===== config.mk =====
export PLATFORM = sky130hd
export DESIGN_NAME = llc_core_arbiter
export DESIGN_NICKNAME = d
export VERILOG_FILES = /design/src/rtl/llc_core_arbiter_pkg.sv /design/src/rtl/llc_core_arbiter_rr_pick.sv /design/src/rtl/llc_core_arbiter.sv
export SDC_FILE = /design/constraint.sdc
export NUM_CORES = 1
export LEC_CHECK = 0
export CAP_MARGIN = 25
export CORE_AREA = 3 3 280 282
export CTS_BUF_LIST = sky130_fd_sc_hd__clkbuf_4 sky130_fd_sc_hd__clkbuf_8
export DETAILED_ROUTE_END_ITERATION = 6
export DIE_AREA = 0 0 283 285
export GPL_ROUTABILITY_DRIVEN = 0
export PLACE_DENSITY_LB_ADDON = 0.12
export SLEW_MARGIN = 20
export SYNTH_ARGS = -nofsm -noshare
export SYNTH_HDL_FRONTEND = slang
export SYNTH_HIERARCHICAL = 1
export SYNTH_SLANG_ARGS = --single-unit

===== constraint.sdc =====
create_clock -name clk -period 2.48 [get_ports clk]
set_input_delay 0.496 -clock clk [delete_from_list [all_inputs] [get_ports clk]]
set_output_delay 0.496 -clock clk [all_outputs]
set_load 0.1 [all_outputs]

===== src/rtl/llc_core_arbiter_pkg.sv =====
// rtl/llc_core_arbiter_pkg.sv - shared state encodings and LLC widths for the core arbiter
package llc_core_arbiter_pkg;

  localparam int LLC_ADDR_W = 20;
  localparam int LLC_DATA_W = 128;

  typedef enum logic [2:0] {
    ARB_IDLE,
    ARB_ISSUE,
    ARB_WAIT,
    ARB_RESP,
    ARB_HOLD
  } arb_state_t;

endpackage


===== src/rtl/llc_core_arbiter_rr_pick.sv =====
// rtl/llc_core_arbiter_rr_pick.sv - combinational round-robin pick starting at rr_ptr with wrap
module rr_priority_pick
  import llc_core_arbiter_pkg::*;
#(
  parameter int N     = 2,
  parameter int IDX_W = $clog2(N)
) (
  input  logic [N-1:0]     req,
  input  logic [IDX_W-1:0] rr_ptr,
  output logic             grant_valid,
  output logic [IDX_W-1:0] grant_idx
);

  logic [IDX_W-1:0] cand;

  // Walk offsets from farthest to nearest so the nearest eligible index wins last.
  always_comb begin
    grant_valid = 1'b0;
    grant_idx   = '0;
    cand        = '0;
    for (int off = N - 1; off >= 0; off--) begin
      cand = IDX_W'((int'(rr_ptr) + off) % N);
      if (req[cand]) begin
        grant_valid = 1'b1;
        grant_idx   = cand;
      end
    end
  end

endmodule


===== src/rtl/llc_core_arbiter.sv =====
// rtl/llc_core_arbiter.sv - round-robin arbiter sharing one LLC port between NUM_CORES cores
module llc_core_arbiter
  import llc_core_arbiter_pkg::*;
#(
  parameter  int NUM_CORES = 2,
  parameter  int ADDR_W    = LLC_ADDR_W,
  parameter  int DATA_W    = LLC_DATA_W,
  localparam int IDX_W     = $clog2(NUM_CORES)
) (
  input  logic                        clk,
  input  logic                        rst,
  input  logic [NUM_CORES-1:0]        core_req,
  input  logic [NUM_CORES-1:0]        core_we,
  input  logic [NUM_CORES*ADDR_W-1:0] core_addr,
  input  logic [NUM_CORES*DATA_W-1:0] core_wdata,
  input  logic [NUM_CORES-1:0]        core_req_reset,
  output logic [DATA_W-1:0]           core_rdata,
  output logic [NUM_CORES-1:0]        core_ready,
  output logic                        mem_req,
  output logic                        mem_we,
  output logic [ADDR_W-1:0]           mem_addr,
  output logic [DATA_W-1:0]           mem_wdata,
  input  logic [DATA_W-1:0]           mem_rdata,
  input  logic                        mem_ready,
  output logic [IDX_W-1:0]            owner,
  output logic                        busy
);

  arb_state_t           state, state_nxt;
  logic [NUM_CORES-1:0] eligible;
  logic                 grant_valid;
  logic [IDX_W-1:0]     grant_idx;
  logic [IDX_W-1:0]     rr_ptr;
  logic                 drop_q;
  logic                 cancel_now;

  assign eligible   = core_req & ~core_req_reset;
  assign cancel_now = core_req_reset[owner];
  assign busy       = (state != ARB_IDLE);

  rr_priority_pick #(
    .N     (NUM_CORES),
    .IDX_W (IDX_W)
  ) u_pick (
    .req         (eligible),
    .rr_ptr      (rr_ptr),
    .grant_valid (grant_valid),
    .grant_idx   (grant_idx)
  );

  always_ff @(posedge clk or negedge rst) begin
    if (!rst) state <= ARB_IDLE;
    else      state <= state_nxt;
  end

  always_comb begin
    state_nxt = state;
    case (state)
      ARB_IDLE:  if (grant_valid) state_nxt = ARB_ISSUE;
      ARB_ISSUE: state_nxt = ARB_WAIT;
      ARB_WAIT:  if (mem_ready) state_nxt = ARB_RESP;
      ARB_RESP:  state_nxt = ARB_HOLD;
      ARB_HOLD:  state_nxt = ARB_IDLE;
      default:   state_nxt = ARB_IDLE;
    endcase
  end

  always_ff @(posedge clk or negedge rst) begin
    if (!rst) begin
      owner      <= '0;
      rr_ptr     <= '0;
      mem_req    <= 1'b0;
      mem_we     <= 1'b0;
      mem_addr   <= '0;
      mem_wdata  <= '0;
      core_rdata <= '0;
      core_ready <= '0;
      drop_q     <= 1'b0;
    end else begin
      core_ready <= '0;
      case (state)
        ARB_IDLE: begin
          if (grant_valid) begin
            owner     <= grant_idx;
            mem_req   <= 1'b1;
            mem_we    <= core_we[grant_idx];
            mem_addr  <= core_addr[grant_idx*ADDR_W +: ADDR_W];
            mem_wdata <= core_wdata[grant_idx*DATA_W +: DATA_W];
            drop_q    <= 1'b0;
          end
        end
        ARB_ISSUE: drop_q <= drop_q | cancel_now;
        ARB_WAIT: begin
          drop_q <= drop_q | cancel_now;
          // The LLC cannot abort, so a cancelled transaction still runs to mem_ready
          // and only its response is discarded.
          if (mem_ready) begin
            mem_req <= 1'b0;
            mem_we  <= 1'b0;
            if (!(drop_q || cancel_now)) begin
              core_rdata        <= mem_rdata;
              core_ready[owner] <= 1'b1;
            end
          end
        end
        ARB_RESP: rr_ptr <= (owner == IDX_W'(NUM_CORES - 1)) ? '0 : owner + 1'b1;
        default: ;
      endcase
    end
  end

endmodule


### Routed metal, one color a layer, run 1

Only two layers are drawn.
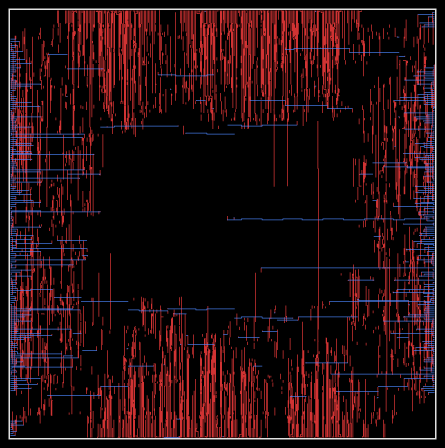
M2 -> red  # wire length 27.6 mm
M3 -> blue  # wire length 4390 µm
wirelength, routed: 52030 µm
average wire per standard cell: 18.54 µm
via count: 10210
aggregate global-route resource usage: 12.48%

### Register map, names as in the netlist, run 1

Bar = 100 µm.
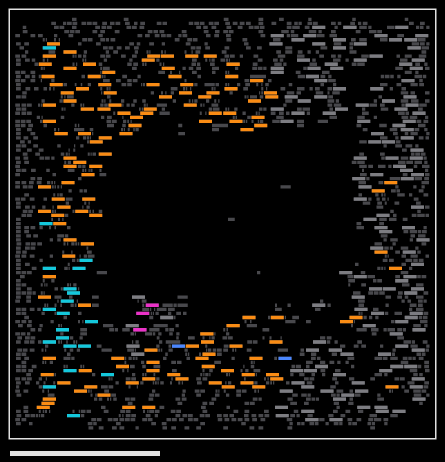
mem_wdata -> orange  # sequential cells 128
core_ready -> blue  # sequential cells 2
mem_addr -> cyan  # sequential cells 20
state -> magenta  # sequential cells 3
not colored = 133
sequential cell area share: 32.97%
area taken by flip-flops and latches: 0.007157 mm²

### Signal metal coverage by tile, run 1

The die is cut into 28 by 28 equal tiles; dark purple is low, yellow is high, scaled to the fullest tile. Values are wire area over tile area, all layers added.
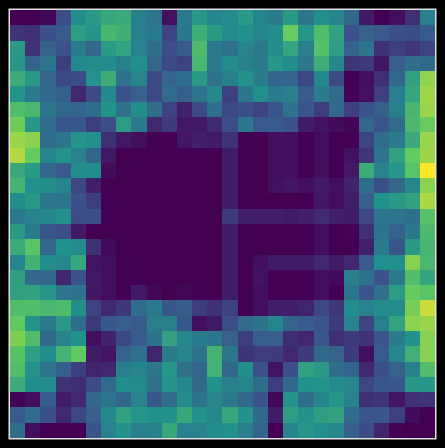
nearly empty tiles = 18%
tiles over half the peak = 19%
mean over tiles = 0.10
emptiest ninth of the die = middle
densest ninth of the die = top left
fullest tile = 0.36

==> impl_metrics.csv, run 1 <==
group,metric,value,unit
clock_network,clk_pin_slew,0.06,ns
synth,top_area_cell,"sky130_fd_sc_hd__dfrtp_1",
sta,finalWorstPathRequiredPeriod,2.168,ns
outcome,result_of_the_run,"completed",
finish,final_layout_size_suffix_gt1_share,33.18,%
synth,synthDistinctLibCells,27,
setup_path,crit_path_max_fanout,8,
setup_path,worst_setup_path_startpoint,"owner",
sta,finalSetupViolations,0,
clock_network,cts_made_buffers,59,
die,fp.dieH,285,µm
setup_path,timing.critical_path.required,1.98,ns
placement,dp.final_hpwl,41660,µm
sta,max_slew.worst_pin.slew,0.5899,ns
global_route,grtUsageMet2,22.96,%
synth,post-synth-top-area-fraction,57.30,%
global_route,initial_antenna_violation_count,7,
finish,comb_share,22.23,%
synth,post_synth_instance_area,0.01249,mm²
clock_network,cts_hold_buf,1,
sta,drv_slew,0,
sta,final_critical_path_setup_slack,0.3124,ns
setup_path,timing.critical_path.slowest_stage_cell,"sky130_fd_sc_hd__dfrtp_1",
min_path,hp-class,"input port to async pin",
synth,synth-edff-count,0,
synth,simple_gate_share,5.370,%
synth,ys_cells,951,
setup_path,critical_path.reg2reg.startpoint,"owner",
finish,n_multi_input_combinational_cell,598,
setup_path,cp_top_family,"flip-flops",
placement,port_buffers,714,
finish,multi_input_comb_area,0.004826,mm²
flow_run,max_cap_violations,0,
drt,drt_drc_violations_left,0,
finish,count_of_inverters_not_on_the_clock_network_in_the_layout,2,
die,io-pin-count,715,
synth,ys_top_cells_by_area,"sky130_fd_sc_hd__dfrtp_1, sky130_fd_sc_hd__mux2_4, sky130_fd_sc_hd__mux2i_1",
finish,post-route-util,28.58,%
setup_path,crit_chain,"buf_4",
setup_path,setup.worst_path.end_class,"output port",
synth,synth_warnings,6,
sta,grt_setup_unrepaired,"false",
sta,final_hold_viol_count,0,
synth,synthCells,951,
setup_path,crit_type,"flip-flop to output port",
synth,seq_area_frac_synth,57.30,%
die,num_tap_cells,1030,
setup_path,reg2reg_setup_slack,0.31,ns
placement,dp_worst_setup_slack,-0.2263,ns
die,row_count,101,
finish,final_common_cell,"sky130_fd_sc_hd__clkdlybuf4s50_1",
drt,met3_routed_wl,4392,µm
### Cell density map, run 1

Bar = 100 µm. The die is cut into 28 by 28 equal tiles; dark purple is low, yellow is high, 0 to 100% covered.
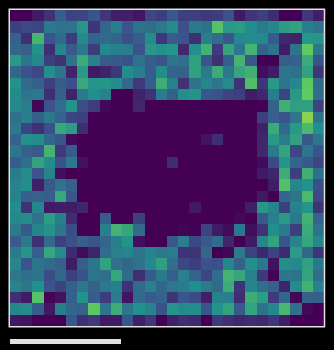

==> run 2: changes to the inputs <==
--- a/config.mk
+++ b/config.mk
@@ -6,11 +6,10 @@
 export NUM_CORES = 1
 export LEC_CHECK = 0
 export CAP_MARGIN = 25
-export CORE_AREA = 3 3 280 282
+export CORE_AREA = 3 3 278 280
 export CTS_BUF_LIST = sky130_fd_sc_hd__clkbuf_4 sky130_fd_sc_hd__clkbuf_8
 export DETAILED_ROUTE_END_ITERATION = 6
-export DIE_AREA = 0 0 283 285
-export GPL_ROUTABILITY_DRIVEN = 0
+export DIE_AREA = 0 0 281 283
 export PLACE_DENSITY_LB_ADDON = 0.12
 export SLEW_MARGIN = 20
 export SYNTH_ARGS = -nofsm -noshare
==> constraint.sdc (replaced) <==
create_clock -name clk -period 2.6 [get_ports clk]
set_input_delay 0.52 -clock clk [delete_from_list [all_inputs] [get_ports clk]]
set_output_delay 0.52 -clock clk [all_outputs]
set_load 0.1 [all_outputs]
### Cell density map, run 2

Bar = 100 µm. The die is cut into 28 by 28 equal tiles; dark purple is low, yellow is high, 0 to 100% covered.
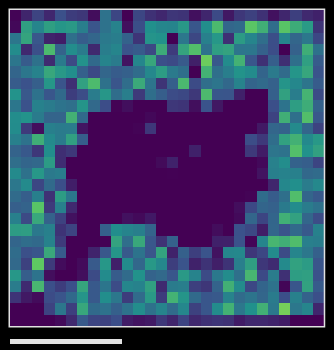
mean over tiles = 26%
nearly empty tiles = 25%
emptiest ninth of the die = middle
tiles over 75% full = 0.40%
effective utilization at floorplan: 16.72%
fraction of the core area covered by cells at the end of the flow: 28.78%
Core Region: 0.07470 mm²

==> run 2 against run 1 <==
  * Die area fell by 1.4%
  * Non-clock buffer count fell by 9
  * Register-to-register slack improved by 0.21 ns
  * Final cell count fell by 2.7%
  * Worst hold slack got worse by 0.0076 ns
  * Area after synthesis did not move
  * Highest routed layer is now met4
  * Core utilization rose by 0.20 points
  * Wire length fell by 0.12%
  * Critical path depth rose by 1
  * Global-route usage rose by 0.12 points
==> impl_metrics.csv, run 2 <==
group,metric,value,unit
clock_network,cts_hold_buf,1,
synth,simple_gate_share,5.370,%
placement,dp.final_hpwl,41060,µm
sta,grt_setup_unrepaired,"false",
sta,finalWorstPathRequiredPeriod,2.191,ns
global_route,gr-total-overflow,0,
setup_path,critical_path_depth,2,
finish,final_common_cell,"sky130_fd_sc_hd__clkdlybuf4s50_1",
drt,average_wire_per_standard_cell,19.02,µm
drt,drt_drc_violations_left,0,
placement,dp_worst_setup_slack,-0.2122,ns
clock_network,cts_resized,0,
setup_path,reg2reg_setup_slack,0.52,ns
die,num_tap_cells,969,
drt,vias,10060,
setup_path,setup.worst_path.end_class,"output port",
finish,comb_share,22.45,%
sta,final_critical_path_setup_slack,0.4092,ns
synth,post_synth_instance_area,0.01249,mm²
global_route,initial_antenna_violation_count,2,
finish,final_layout_size_suffix_gt1_share,32.80,%
synth,post-synth-top-area-fraction,57.30,%
global_route,grt_util_all_layers,12.60,%
finish,sequential_cell_area,0.007157,mm²
setup_path,critical_path.reg2reg.startpoint,"owner",
setup_path,worst_r2r_path_depth,5,
synth,synthDistinctLibCells,27,
outcome,result_of_the_run,"completed",
setup_path,cp_top_family,"flip-flops",
drt,wirelength_routed,51970,µm
drt,dr_wl_met2,27570,µm
clock_network,post_cts.repair.setup_buffers,0,
synth,ys_async_sr_fraction,100.0,%
placement,port_buffers,714,
die,io-pin-count,715,
global_route,grtUsageMet2,23.50,%
finish,area_growth_syn_to_layout,72.14,%
flow_run,max_cap_violations,0,
global_route,grt_pass1_vias,11050,
setup_path,arrival,1.67,ns
clock_network,cts_made_buffers,58,
synth,synth_warnings,6,
finish,multi_input_comb_area,0.004826,mm²
min_path,hp-class,"input port to async pin",
sta,finalSetupViolations,0,
sta,hold-worst-slack,0.4363,ns
sta,final_hold_viol_count,0,
synth,synth_flops,286,
synth,seq_area_frac_synth,57.30,%
flow_run,log.warning_count,26,
synth,synth-edff-count,0,
setup_path,crit_type,"flip-flop to output port",
setup_path,crit_path_max_fanout,5,
setup_path,crit_chain,"or3_1 > buf_4",
clock_network,clk_pin_slew,0.06,ns
die,row_count,100,
sta,max_slew.worst_pin.slew,0.5434,ns
synth,top_area_cell,"sky130_fd_sc_hd__dfrtp_1",
synth,synthCells,951,
finish,area.share.sequential,33.29,%
drt,met3_routed_wl,4800,µm
synth,ys_top_cells_by_area,"sky130_fd_sc_hd__dfrtp_1, sky130_fd_sc_hd__mux2_4, sky130_fd_sc_hd__mux2i_1",
finish,nNonClkBuffers,781,
die,fp.dieH,283,µm
drt,highest-signal-layer,"met4",
setup_path,timing.critical_path.required,2.08,ns
setup_path,worst_setup_path_startpoint,"state[1]",
setup_path,timing.critical_path.slowest_stage_cell,"sky130_fd_sc_hd__dfrtp_1",
sta,drv_slew,0,
finish,count_of_inverters_not_on_the_clock_network_in_the_layout,2,
synth,ys_cells,951,
finish,n_multi_input_combinational_cell,598,
### The clock network, run 2

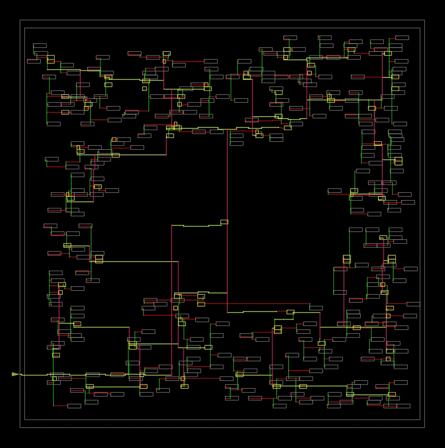
clock latency on the worst-skew pair: 0.62 ns
number of clock-tree buffers in the layout: 88
count of flip-flops and latches: 286

